## src/rtl/mac_pkg.sv

```systemverilog
// mac_pkg: widths, driver FSM states and the operand-pair type shared by the MAC stream driver.
package mac_pkg;
    localparam int WIDTH_IN  = 8;
    localparam int WIDTH_OUT = 16;
    typedef enum logic [2:0] {IDLE, CLEAR, ISSUE, DRAIN, DONE} drv_state_t;
    typedef struct packed {
        logic signed [WIDTH_IN-1:0] a;
        logic signed [WIDTH_IN-1:0] b;
    } pair_t;
endpackage

```

## src/rtl/mac_pair_mem.sv

```systemverilog
// mac_pair_mem: operand-pair register file with one write port and a combinational read port.
module mac_pair_mem
    import mac_pkg::*;
#(
    parameter int DEPTH  = 16,
    parameter int ADDR_W = $clog2(DEPTH)
) (
    input  logic                  clk_i,
    input  logic                  we_i,
    input  logic [ADDR_W-1:0]     waddr_i,
    input  logic [2*WIDTH_IN-1:0] wdata_i,
    input  logic [ADDR_W-1:0]     raddr_i,
    output logic [2*WIDTH_IN-1:0] rdata_o
);
    pair_t mem_q [DEPTH];
    always_ff @(posedge clk_i) begin
        if (we_i) mem_q[waddr_i] <= wdata_i;
    end
    assign rdata_o = mem_q[raddr_i];
endmodule

```

## src/rtl/mac_stream_driver.sv

```systemverilog
// mac_stream_driver: clears a MAC and streams host-loaded operand pairs into it, then
// captures the final result and sticky overflow and reports done or a drain timeout.
module mac_stream_driver
    import mac_pkg::*;
#(
    parameter int DEPTH   = 16,
    parameter int ADDR_W  = $clog2(DEPTH),
    parameter int TIMEOUT = 8
) (
    input  logic                 clk_i,
    input  logic                 reset_i,
    input  logic                 wr_en_i,
    input  logic [ADDR_W-1:0]    wr_addr_i,
    input  logic [WIDTH_IN-1:0]  wr_a_i,
    input  logic [WIDTH_IN-1:0]  wr_b_i,
    input  logic [ADDR_W:0]      len_i,
    input  logic                 start_i,
    input  logic                 bubble_i,
    output logic                 busy_o,
    output logic                 done_o,
    output logic                 error_o,
    output logic [WIDTH_OUT-1:0] result_o,
    output logic                 result_ovf_o,
    output logic                 mac_reset_o,
    output logic [WIDTH_IN-1:0]  mac_a_o,
    output logic [WIDTH_IN-1:0]  mac_b_o,
    output logic                 mac_valid_in_o,
    input  logic [WIDTH_OUT-1:0] mac_f_i,
    input  logic                 mac_valid_out_i,
    input  logic                 mac_overflow_i
);
    localparam int TW = $clog2(TIMEOUT + 1);
    localparam logic [ADDR_W:0] DEPTH_L = (ADDR_W + 1)'(DEPTH);
    localparam logic [TW-1:0] TMO_L = TW'(TIMEOUT);
    drv_state_t state_q, state_d;
    logic [ADDR_W:0] len_q, len_d, issue_q, issue_d, resp_q, resp_d, len_eff;
    logic [TW-1:0] tmo_q, tmo_d;
    logic issue, capture, timeout, accept;
    logic busy_q, done_q, error_q, ovf_q, mac_reset_q, mac_valid_q;
    logic [WIDTH_OUT-1:0] result_q;
    logic [WIDTH_IN-1:0] mac_a_q, mac_b_q;
    pair_t rd_pair;

    mac_pair_mem #(.DEPTH(DEPTH), .ADDR_W(ADDR_W)) u_mem (
        .clk_i   (clk_i),
        .we_i    (wr_en_i && state_q == IDLE),
        .waddr_i (wr_addr_i),
        .wdata_i ({wr_a_i, wr_b_i}),
        .raddr_i (issue_q[ADDR_W-1:0]),
        .rdata_o (rd_pair)
    );

    // CLEAR already launches the first beat so it lands two cycles after the start edge
    always_comb begin
        len_eff = len_i > DEPTH_L ? DEPTH_L : len_i;
        accept  = state_q == IDLE && start_i;
        issue   = state_q == CLEAR || (state_q == ISSUE && issue_q != len_q && !bubble_i);
        capture = mac_valid_out_i && (state_q == ISSUE || state_q == DRAIN || state_q == DONE);
        tmo_d   = (state_q != DRAIN || mac_valid_out_i) ? '0 : tmo_q + 1'b1;
        issue_d = accept ? '0 : issue_q + {{ADDR_W{1'b0}}, issue};
        resp_d  = accept ? '0 : resp_q + {{ADDR_W{1'b0}}, capture};
        timeout = state_q == DRAIN && resp_d != len_q && tmo_d == TMO_L;
        len_d   = accept ? len_eff : len_q;
        state_d = state_q;
        case (state_q)
            IDLE:    state_d = !start_i ? IDLE : (len_eff == '0 ? DONE : CLEAR);
            CLEAR:   state_d = ISSUE;
            ISSUE:   state_d = issue_q == len_q ? DRAIN : ISSUE;
            DRAIN:   state_d = (resp_d == len_q || timeout) ? DONE : DRAIN;
            default: state_d = IDLE;
        endcase
    end

    always_ff @(posedge clk_i or posedge reset_i) begin
        if (reset_i) begin
            state_q     <= IDLE;
            len_q       <= '0;
            issue_q     <= '0;
            resp_q      <= '0;
            tmo_q       <= '0;
            busy_q      <= 1'b0;
            done_q      <= 1'b0;
            error_q     <= 1'b0;
            result_q    <= '0;
            ovf_q       <= 1'b0;
            mac_reset_q <= 1'b1;
            mac_valid_q <= 1'b0;
            mac_a_q     <= '0;
            mac_b_q     <= '0;
        end else begin
            state_q     <= state_d;
            len_q       <= len_d;
            issue_q     <= issue_d;
            resp_q      <= resp_d;
            tmo_q       <= tmo_d;
            busy_q      <= state_d != IDLE;
            done_q      <= state_d == DONE;
            error_q     <= timeout;
            mac_reset_q <= state_d == CLEAR;
            mac_valid_q <= issue;
            if (issue) begin
                mac_a_q <= rd_pair.a;
                mac_b_q <= rd_pair.b;
            end
            if (accept) begin
                result_q <= '0;
                ovf_q    <= 1'b0;
            end else if (capture) begin
                result_q <= mac_f_i;
                ovf_q    <= ovf_q | mac_overflow_i;
            end
        end
    end

    assign busy_o         = busy_q;
    assign done_o         = done_q;
    assign error_o        = error_q;
    assign result_o       = result_q;
    assign result_ovf_o   = ovf_q;
    assign mac_reset_o    = mac_reset_q;
    assign mac_a_o        = mac_a_q;
    assign mac_b_o        = mac_b_q;
    assign mac_valid_in_o = mac_valid_q;
endmodule
```

## config.mk

```make
export PLATFORM = sky130hd
export DESIGN_NAME = mac_stream_driver
export DESIGN_NICKNAME = d
export VERILOG_FILES = /design/src/rtl/mac_pkg.sv /design/src/rtl/mac_pair_mem.sv /design/src/rtl/mac_stream_driver.sv
export SDC_FILE = /design/constraint.sdc
export NUM_CORES = 1
export LEC_CHECK = 0
export CORE_ASPECT_RATIO = 1.5
export CORE_MARGIN = 2
export CORE_UTILIZATION = 63
export CTS_CLUSTER_DIAMETER = 150
export CTS_CLUSTER_SIZE = 20
export DETAILED_ROUTE_END_ITERATION = 10
export GPL_TIMING_DRIVEN = 0
export PLACE_DENSITY = 0.95
export SYNTH_ARGS = -nofsm -noshare
export SYNTH_HDL_FRONTEND = slang
export SYNTH_HIERARCHICAL = 1
export SYNTH_SLANG_ARGS = --single-unit
export TNS_END_PERCENT = 1
```

## constraint.sdc

```tcl
create_clock -name clk_i -period 7.29 [get_ports clk_i]
set_input_delay 0.729 -clock clk_i [delete_from_list [all_inputs] [get_ports clk_i]]
set_output_delay 0.729 -clock clk_i [all_outputs]
set_load 0.005 [all_outputs]
```

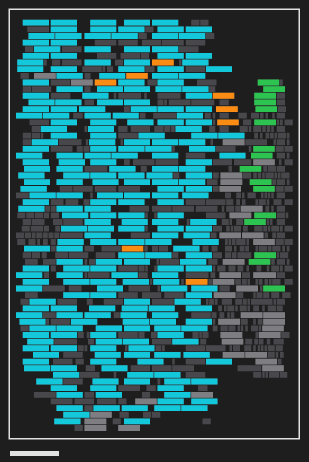
*Where the registers sit, run 1*
Scale bar: 20 µm. Other sequential cells in the stronger gray, the rest of the logic in the fainter gray.
orange -> `mac_b_o`  # sequential cells 8
green -> `result_o`  # sequential cells 16
cyan -> `u_mem/mem_q`  # sequential cells 256
not colored = 36

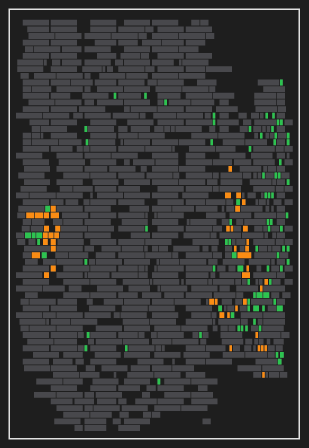
*Gate families picked out, run 1*
green -> NAND gates  # cells 82, most used nand2_1
orange -> NOR gates  # cells 44, most used nor2_1

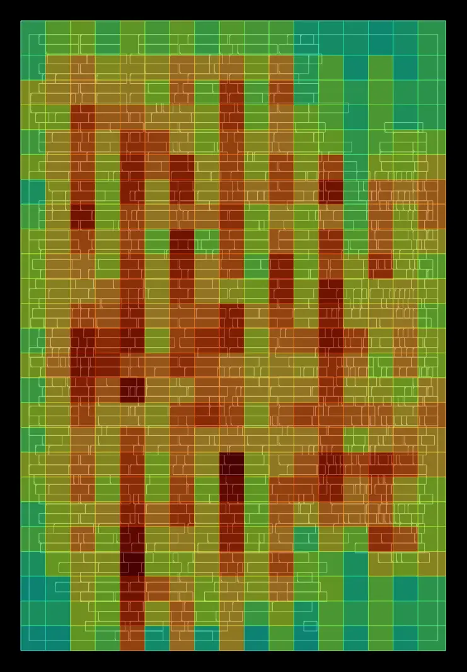
*Congestion heat map, run 1*
Most Crowded Layer GR: met2
Routed WL per cell: 26.66 µm
met1 Resource Use GR: 33.76%
fin util: 74.58%
GRT met3 Usage: 4.080%

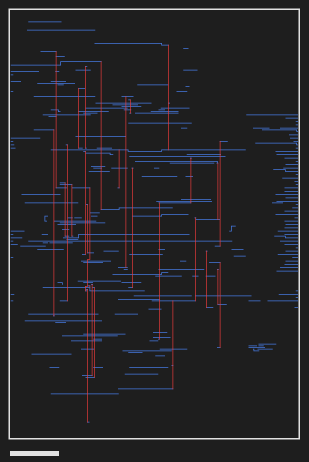
*Metal layers overlaid, run 1*
Scale bar: 20 µm. Two of the layers only.
red -> met4  # wire length 1060 µm
blue -> met3  # wire length 2060 µm

[run 1: layer usage]
| metal | wire length, µm | vias up |
|---|---|---|
| met3 | 2058 | 67 |
| li1 | - | 2800 |
| met2 | 14800 | 383 |
| met1 | 9701 | 3441 |
| met5 | 0 | - |
| met4 | 1057 | 0 |
[run 1: path summary, 6_finish.rpt]
check	endpoint	depth (start not counted)
max	done_o$_DFF_PP0_	12
min	mac_b_o[1]$_DFFE_PP0N_	1
max reg2reg	done_o$_DFF_PP0_	12
min reg2reg	mac_b_o[1]$_DFFE_PP0N_	1
max in group asynchronous	mac_reset_o$_DFF_PP1_	3
min in group asynchronous	mac_b_o[5]$_DFFE_PP0N_	2
==> impl_metrics.json, run 1 <==
{
  "fillers": 1055,
  "finalHoldViolations": 0,
  "initial_utilization_pct": 64.24,
  "p_per_area_nw_per_um2": 343.3,
  "cts.sinks": 316,
  "critPathBufInv": 2,
  "sh_seq_area_pct": 64.31,
  "outcome": "completed",
  "crit_path_end_kind": "register",
  "top_area_cell": "edfxtp_1",
  "dp.cells": 1003,
  "ant_nets": 0,
  "n_antenna_cell": 0,
  "clk_latency_ps": 500,
  "crit_arrival_ps": 4080,
  "leakagePower_nw": 4.889,
  "cts_tree": "done",
  "layout.non_clock_inverters": 3,
  "overflow": 0,
  "r2r_slack_ps": 3640,
  "synth_simple_gate_area_share_pct": 5.215,
  "grt_max_degree": 44,
  "hold_ws_ps": 511.4,
  "drive_above_1_share_pct": 17.82,
  "hold_start": "mac_b_o[1]$_DFFE_PP0N_",
  "enable_flop_cells": 256,
  "cap_violations": 0,
  "biggestCellCategory": "registers",
  "slowest_delay_ps": 550,
  "fmax_ghz": 0.2738,
  "slew_headroom_pct": 31.06
}
### Cells colored by class, run 1

Scale bar: 20 µm.
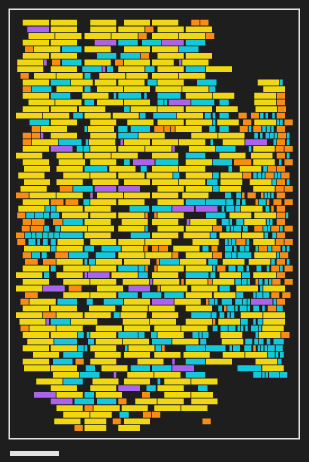

==> run 2: changes to the inputs <==
--- a/config.mk
+++ b/config.mk
@@ -7,12 +7,12 @@
 export LEC_CHECK = 0
 export CORE_ASPECT_RATIO = 1.5
 export CORE_MARGIN = 2
-export CORE_UTILIZATION = 63
+export CORE_UTILIZATION = 58
 export CTS_CLUSTER_DIAMETER = 150
 export CTS_CLUSTER_SIZE = 20
 export DETAILED_ROUTE_END_ITERATION = 10
 export GPL_TIMING_DRIVEN = 0
-export PLACE_DENSITY = 0.95
+export PLACE_DENSITY = 0.9
 export SYNTH_ARGS = -nofsm -noshare
 export SYNTH_HDL_FRONTEND = slang
 export SYNTH_HIERARCHICAL = 1
==> constraint.sdc (replaced) <==
create_clock -name clk_i -period 3.4 [get_ports clk_i]
set_input_delay 0.34 -clock clk_i [delete_from_list [all_inputs] [get_ports clk_i]]
set_output_delay 0.34 -clock clk_i [all_outputs]
set_load 0.005 [all_outputs]
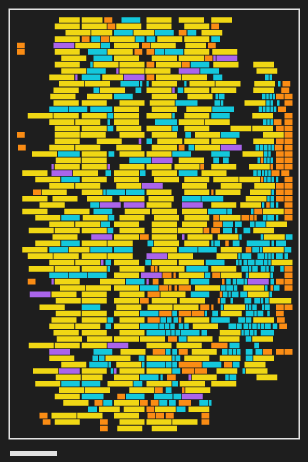
*Cells colored by class, run 2*
Scale bar: 20 µm.
orange -> other buffers and delay cells  # cells 134
cyan -> all other logic  # cells 302
yellow -> flip-flops  # cells 316
purple -> clock drivers and dummy loads  # cells 33

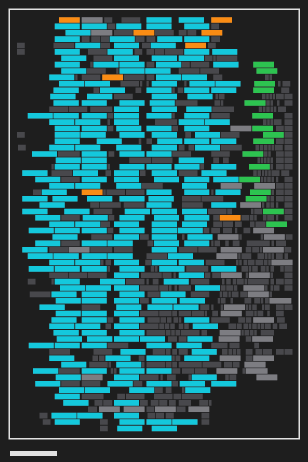
*Where the registers sit, run 2*
Scale bar: 20 µm. Other sequential cells in the stronger gray, the rest of the logic in the fainter gray.
cyan -> `u_mem/mem_q`  # sequential cells 256
orange -> `mac_b_o`  # sequential cells 8
green -> `result_o`  # sequential cells 16

==> impl_metrics.json, run 2 <==
{
  "outcome": "completed",
  "fmax_ghz": 0.3135,
  "crit_path_end_kind": "register",
  "drive_above_1_share_pct": 18.85,
  "top_area_cell": "edfxtp_1",
  "wirelength_met1_um": 9946,
  "dr_wl_met2_um": 15060,
  "post-route-util_pct": 68.76,
  "finalHoldViolations": 0,
  "grt.busiest_layer": "met2",
  "grtUsageMet3_pct": 2.688,
  "biggestCellCategory": "registers",
  "slew_headroom_pct": 36.39,
  "dp.cells": 1019,
  "topRoutingLayerUsed": "met4",
  "wl_per_cell_um": 26.52,
  "layout.non_clock_inverters": 3,
  "crit_arrival_ps": 3590,
  "cts.sinks": 316,
  "overflow": 0,
  "critical_path.top_delay_family": "AND-OR/OR-AND gates",
  "route.met3.wl_um": 1790,
  "n_antenna_cell": 0,
  "slowest_delay_ps": 380,
  "sh_seq_area_pct": 63.95,
  "met1_usage_pct": 32.27,
  "synth_simple_gate_area_share_pct": 5.215,
  "cts_tree": "done",
  "cap_violations": 0,
  "critPathBufInv": 4,
  "enable_flop_cells": 256,
  "p_per_area_nw_per_um2": 734.1,
  "grt_max_degree": 43,
  "fillers": 1209,
  "leakagePower_nw": 4.928,
  "clk_latency_ps": 500,
  "startpoint_type": "register"
}
run 2: cell counts after synthesis:
No cell type changed its count.
run 2: worst paths after layout:
kind,startpoint,endpoint,slack [ps],depth (start not counted)
max in group asynchronous,reset_i,mac_a_o[1]$_DFFE_PP0N_,2600,3
hold / removal,reset_i,mac_a_o[6]$_DFFE_PP0N_,180,2
setup reg to reg,state_q[2]$_DFF_PP0_,state_q[2]$_DFF_PP0_,210,15
min in group clk_i,mac_f_i[9],result_o[9]$_DFFE_PP0P_,400,3
setup / recovery,state_q[2]$_DFF_PP0_,state_q[2]$_DFF_PP0_,210,15
hold reg to reg,tmo_q[0]$_DFF_PP0_,tmo_q[0]$_DFF_PP0_,510,1
